[config.mk]
export PLATFORM = sky130hd
export DESIGN_NAME = spi_arbiter
export DESIGN_NICKNAME = d
export VERILOG_FILES = /design/src/rtl/spi_arbiter.sv
export SDC_FILE = /design/constraint.sdc
export NUM_CORES = 1
export LEC_CHECK = 0
export CORE_MARGIN = 3
export CORE_UTILIZATION = 42
export CTS_CLUSTER_SIZE = 28
export DETAILED_ROUTE_END_ITERATION = 10
export GPL_TIMING_DRIVEN = 0
export PLACE_DENSITY = 0.83
export SLEW_MARGIN = 40
export SYNTH_ARGS = -nofsm -noshare
export SYNTH_HDL_FRONTEND = slang
export SYNTH_SLANG_ARGS = --single-unit
[constraint.sdc]
create_clock -name clk -period 3.8 [get_ports clk]
set_input_delay 0.95 -clock clk [delete_from_list [all_inputs] [get_ports clk]]
set_output_delay 0.95 -clock clk [all_outputs]
set_load 0.005 [all_outputs]
[src/rtl/spi_arbiter.sv]
// Two-port round-robin arbiter in front of a single SPI flash master.
// One transfer outstanding at a time; a granted transfer ends on spi_valid
// or is aborted after TIMEOUT_CYCLES cycles. The ack strobe, err and rdata
// are registered.
module spi_arbiter #(
   parameter int unsigned TIMEOUT_CYCLES = 4096
) (
   input  logic        clk,
   input  logic        reset,
   input  logic        p0_req,
   input  logic [23:0] p0_addr,
   input  logic [1:0]  p0_byte_mask,
   output logic        p0_ack,
   input  logic        p1_req,
   input  logic        p1_write,
   input  logic [23:0] p1_addr,
   input  logic [31:0] p1_wdata,
   input  logic [1:0]  p1_byte_mask,
   output logic        p1_ack,
   output logic [31:0] rdata,
   output logic        err,
   output logic        spi_req,
   output logic        spi_write,
   output logic [23:0] spi_addr,
   output logic [31:0] spi_data_in,
   output logic [1:0]  spi_byte_mask,
   input  logic [31:0] spi_data_out,
   input  logic        spi_valid
);

   localparam int unsigned CW = (TIMEOUT_CYCLES > 1) ? $clog2(TIMEOUT_CYCLES) : 1;
   localparam logic [CW-1:0] CNT_LAST = CW'(TIMEOUT_CYCLES - 1);

   typedef enum logic [1:0] {IDLE, RUN, RECOVER} state_t;

   state_t        state_q, state_d;
   logic [CW-1:0] cnt_q, cnt_d;
   logic          last_q, last_d;   // port granted most recently
   logic          gnt_q, gnt_d;     // port owning the current transfer
   logic          spi_req_q, spi_req_d;
   logic          p0_ack_q, p0_ack_d;
   logic          p1_ack_q, p1_ack_d;
   logic          err_q, err_d;
   logic [31:0]   rdata_q, rdata_d;
   logic          spi_write_q, spi_write_d;
   logic [23:0]   spi_addr_q, spi_addr_d;
   logic [31:0]   spi_data_in_q, spi_data_in_d;
   logic [1:0]    spi_byte_mask_q, spi_byte_mask_d;
   logic          pick;
   logic [31:0]   masked;

   // Read data trimmed to the transfer size; writes return zero
   always_comb begin
      masked = '0;
      if (!spi_write_q) begin
         case (spi_byte_mask_q)
            2'b00:   masked = {spi_data_out[31:24], 24'h0};
            2'b01:   masked = {spi_data_out[31:16], 16'h0};
            default: masked = spi_data_out;
         endcase
      end
   end

   // Round-robin choice: on a tie take the port not granted last
   always_comb begin
      pick = (p0_req && p1_req) ? ~last_q : ~p0_req;
   end

   // Next-state and registered-output computation
   always_comb begin
      state_d         = state_q;
      cnt_d           = cnt_q;
      last_d          = last_q;
      gnt_d           = gnt_q;
      spi_req_d       = spi_req_q;
      spi_write_d     = spi_write_q;
      spi_addr_d      = spi_addr_q;
      spi_data_in_d   = spi_data_in_q;
      spi_byte_mask_d = spi_byte_mask_q;
      p0_ack_d        = 1'b0;
      p1_ack_d        = 1'b0;
      err_d           = 1'b0;
      rdata_d         = '0;
      case (state_q)
         IDLE: begin
            spi_req_d = 1'b1;
            if (p0_req || p1_req) begin
               state_d   = RUN;
               gnt_d     = pick;
               last_d    = pick;
               spi_req_d = 1'b0;
               cnt_d     = '0;
               if (pick) begin
                  spi_write_d     = p1_write;
                  spi_addr_d      = p1_addr;
                  spi_data_in_d   = p1_wdata;
                  spi_byte_mask_d = p1_byte_mask;
               end else begin
                  spi_write_d     = 1'b0;
                  spi_addr_d      = p0_addr;
                  spi_data_in_d   = '0;
                  spi_byte_mask_d = p0_byte_mask;
               end
            end
         end
         RUN: begin
            spi_req_d = 1'b0;
            // spi_valid takes priority over a coincident timeout
            if (spi_valid || (cnt_q == CNT_LAST)) begin
               p0_ack_d  = ~gnt_q;
               p1_ack_d  = gnt_q;
               err_d     = ~spi_valid;
               rdata_d   = spi_valid ? masked : '0;
               spi_req_d = 1'b1;
               state_d   = RECOVER;
            end else begin
               cnt_d = cnt_q + CW'(1);
            end
         end
         RECOVER: begin
            spi_req_d = 1'b1;
            state_d   = IDLE;
         end
         default: begin
            state_d   = IDLE;
            spi_req_d = 1'b1;
         end
      endcase
   end

   // State and output registers with synchronous active-low reset
   always_ff @(posedge clk) begin
      if (!reset) begin
         state_q         <= IDLE;
         cnt_q           <= '0;
         last_q          <= 1'b1;
         gnt_q           <= 1'b0;
         spi_req_q       <= 1'b1;
         p0_ack_q        <= 1'b0;
         p1_ack_q        <= 1'b0;
         err_q           <= 1'b0;
         rdata_q         <= '0;
         spi_write_q     <= 1'b0;
         spi_addr_q      <= '0;
         spi_data_in_q   <= '0;
         spi_byte_mask_q <= '0;
      end else begin
         state_q         <= state_d;
         cnt_q           <= cnt_d;
         last_q          <= last_d;
         gnt_q           <= gnt_d;
         spi_req_q       <= spi_req_d;
         p0_ack_q        <= p0_ack_d;
         p1_ack_q        <= p1_ack_d;
         err_q           <= err_d;
         rdata_q         <= rdata_d;
         spi_write_q     <= spi_write_d;
         spi_addr_q      <= spi_addr_d;
         spi_data_in_q   <= spi_data_in_d;
         spi_byte_mask_q <= spi_byte_mask_d;
      end
   end

   assign p0_ack        = p0_ack_q;
   assign p1_ack        = p1_ack_q;
   assign err           = err_q;
   assign rdata         = rdata_q;
   assign spi_req       = spi_req_q;
   assign spi_write     = spi_write_q;
   assign spi_addr      = spi_addr_q;
   assign spi_data_in   = spi_data_in_q;
   assign spi_byte_mask = spi_byte_mask_q;

endmodule
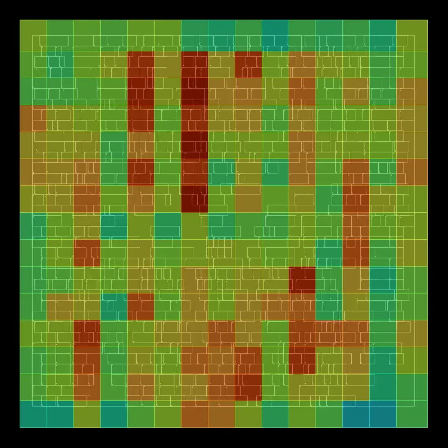
Figure 1: congestion heat map.
Most Used Layer, Global Route: met2
M2 GR Usage: 41.2%
wire length per cell after detailed routing: 15.8 um
utilization after layout: 70.8%
met1 usage in global routing: 24.5%

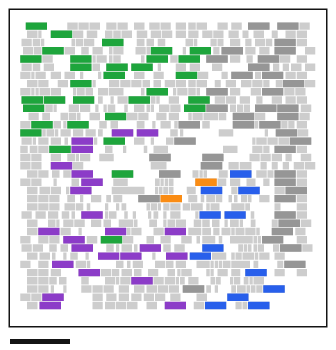
Figure 2: sequential cells colored by netlist name.
Scale bar: 20 um.
Key: purple = spi_addr [placed flops 24]; orange = state_q [placed flops 2]; blue = cnt_q [placed flops 12]; green = spi_data_in [placed flops 32]
Another 41 sequential cells are not colored.
combined flip-flop and latch cell area: 2220 um2
reported sequential group power: 1.26 mW
sequential portion of the cell area: 33.7%

==> flow_summary.ini <==
; implementation run metrics
[outcome]
status = finished clean

[final_timing]
final-setup-viol-count = 0
final-max-slew-violation-count = 0
timing.max_slew.rel_slack_pct = 47.2
finalClockSkew_ps = 14.9

[logic_synthesis]
netlist.top_cell.by_instances = dfxtp_1
postSynthRegisterBits = 111
yosys.cell_types.count = 46
yosys.area_share.xor_xnor_pct = 0
yosys-top-cells-count = 111 x dfxtp_1, 72 x nor2_1, 33 x a22oi_1
synth-edff-count = 0
ys_seq_share_pct = 54.4
synth_adder_area_share_pct = 0.306
netlist_top_cells_area = dfxtp_1 54%, mux2i_1 7.4%, nor2_1 6.6%, a22oi_1 6.1%, a211oi_1 4.8%
ys_dominant_reg_cell = dfxtp_1
ys_cells = 410
yosys_warnings = 0
synth.cellmix.compoundShare_pct = 16.0
syn-cell-area_um2 = 4080
async_reset_ff_share_pct = 0
top_area_share_pct = 54.4
ys_sh_simple_pct = 18.4

[critical_path]
timing.rr.end = state_q[0]
crit_type = in2reg
timing.rr.start = cnt_q[0]
worst_ep_arrival_time_ps = 2900
setup.worst_path.start_class = input pin
worst-r2r-setup-slack_ps = 1880
critPathCaptureType = flip-flop
worstPathMaxFanout = 10
worst-endpoint-required_ps = 4050
timing.reg2reg.worst_path_depth = 6

[drt]
via_count = 3900
avgViaCountPerCell = 5.06
initialDrtViolationCount = 121
drcViolationCount = 0

[floorplanning]
core_um2 = 9330
chip_area_um2 = 10900
fp_util_pct = 43.8

[worst_hold_path]
min_from = gnt_q

[cells_and_area]
final_layout_size_suffix_gt1_share_pct = 5.15
lay_top_cells = 216 x clkdlybuf4s50_1, 111 x dfxtp_1, 72 x nor2_1

[global_route]
grt-ovfl-total = 0
grtUsageTotal_pct = 22.4
grt_first_pass_wirelength_um = 19900
number_of_global_route_vias_before_repair = 3930
antenna_found_initial = 0

[clock_network]
root_buffer = clkbuf_8
hold_buf_count_cts = 0
cts_num_sinks = 111
tritoncts = built
inserted_clock_buffers = 9
cts_max_level = 3

[place]
place.gp.congestion = 0.845

[power]
power_leakage_nw = 2.58
max-vdd-ir-drop_v = 0.000226

[flow_run]
maxCapViolations = 0
==> report_power, final <==
part	internal [mW]	switching, mW	total [mW]
clock network	0.305	0.393	0.698
registers	1.22	0.0346	1.26
logic	0.270	0.181	0.451
total	1.80	0.609	2.41
==> sequential cells by signal, summed over array words and instances (netlist names) <==
register	cells
cnt_q	12
err	1
gnt_q	1
last_q	1
p0_ack	1
p1_ack	1
rdata	32
spi_addr	24
spi_byte_mask	2
spi_data_in	32
spi_req	1
spi_write	1
state_q	2
==> final cells by class <==
cell class	count	area, um2
multi-input cells	266	1720
repair buffers	216	2160
fillers	738	2730
clock inverters	6	70.1
flip-flops and latches	111	2220
inverters	5	18.8
clock buffers	9	124
plain buffers	28	124
well taps	129	161
==> metal layers <==
layer / part of all wire, % / global-route usage, % / vias to the layer above
met5: 0 / 0 / -
met3: 8.0 / 7.84 / 11
met1: 39 / 24.5 / 1818
met2: 52 / 41.2 / 160
li1: - / - / 1911
met4: 1.2 / 5.53 / 0
==> worst max path at each step <==
stage / start / to / slack, ps / cells after the start
final: reset / cnt_q[2] / 1150 / 6
after global routing: reset / cnt_q[2] / 1000 / 6
after CTS: reset / cnt_q[2] / 1190 / 6
after detailed placement: reset / cnt_q[2] / 820 / 6
after global placement: reset / cnt_q[2] / 840 / 6
after floorplan: p1_req / cnt_q[2] / 1720 / 5
==> per-stage QoR <==
step	total power, mW	hold WS [ps]	std cells	setup WS [ps]	area, um2
CTS	2.43	440	770	1190	6600
floorplan	1.45	401	410	1720	4080
global route	2.53	472	770	1000	6600
detailed placement	1.74	427	755	820	6410
global placement	1.72	426	755	840	6410
finish	2.41	433	770	1150	6600
==> critical path: stages <==
cell,delay (ps)
clkdlybuf4s50_1,630
clkinv_1,250
a21oi_1,310
clkbuf_1,410
o311ai_0,240
o41ai_1,100
Power and IR drop assume default switching activity.
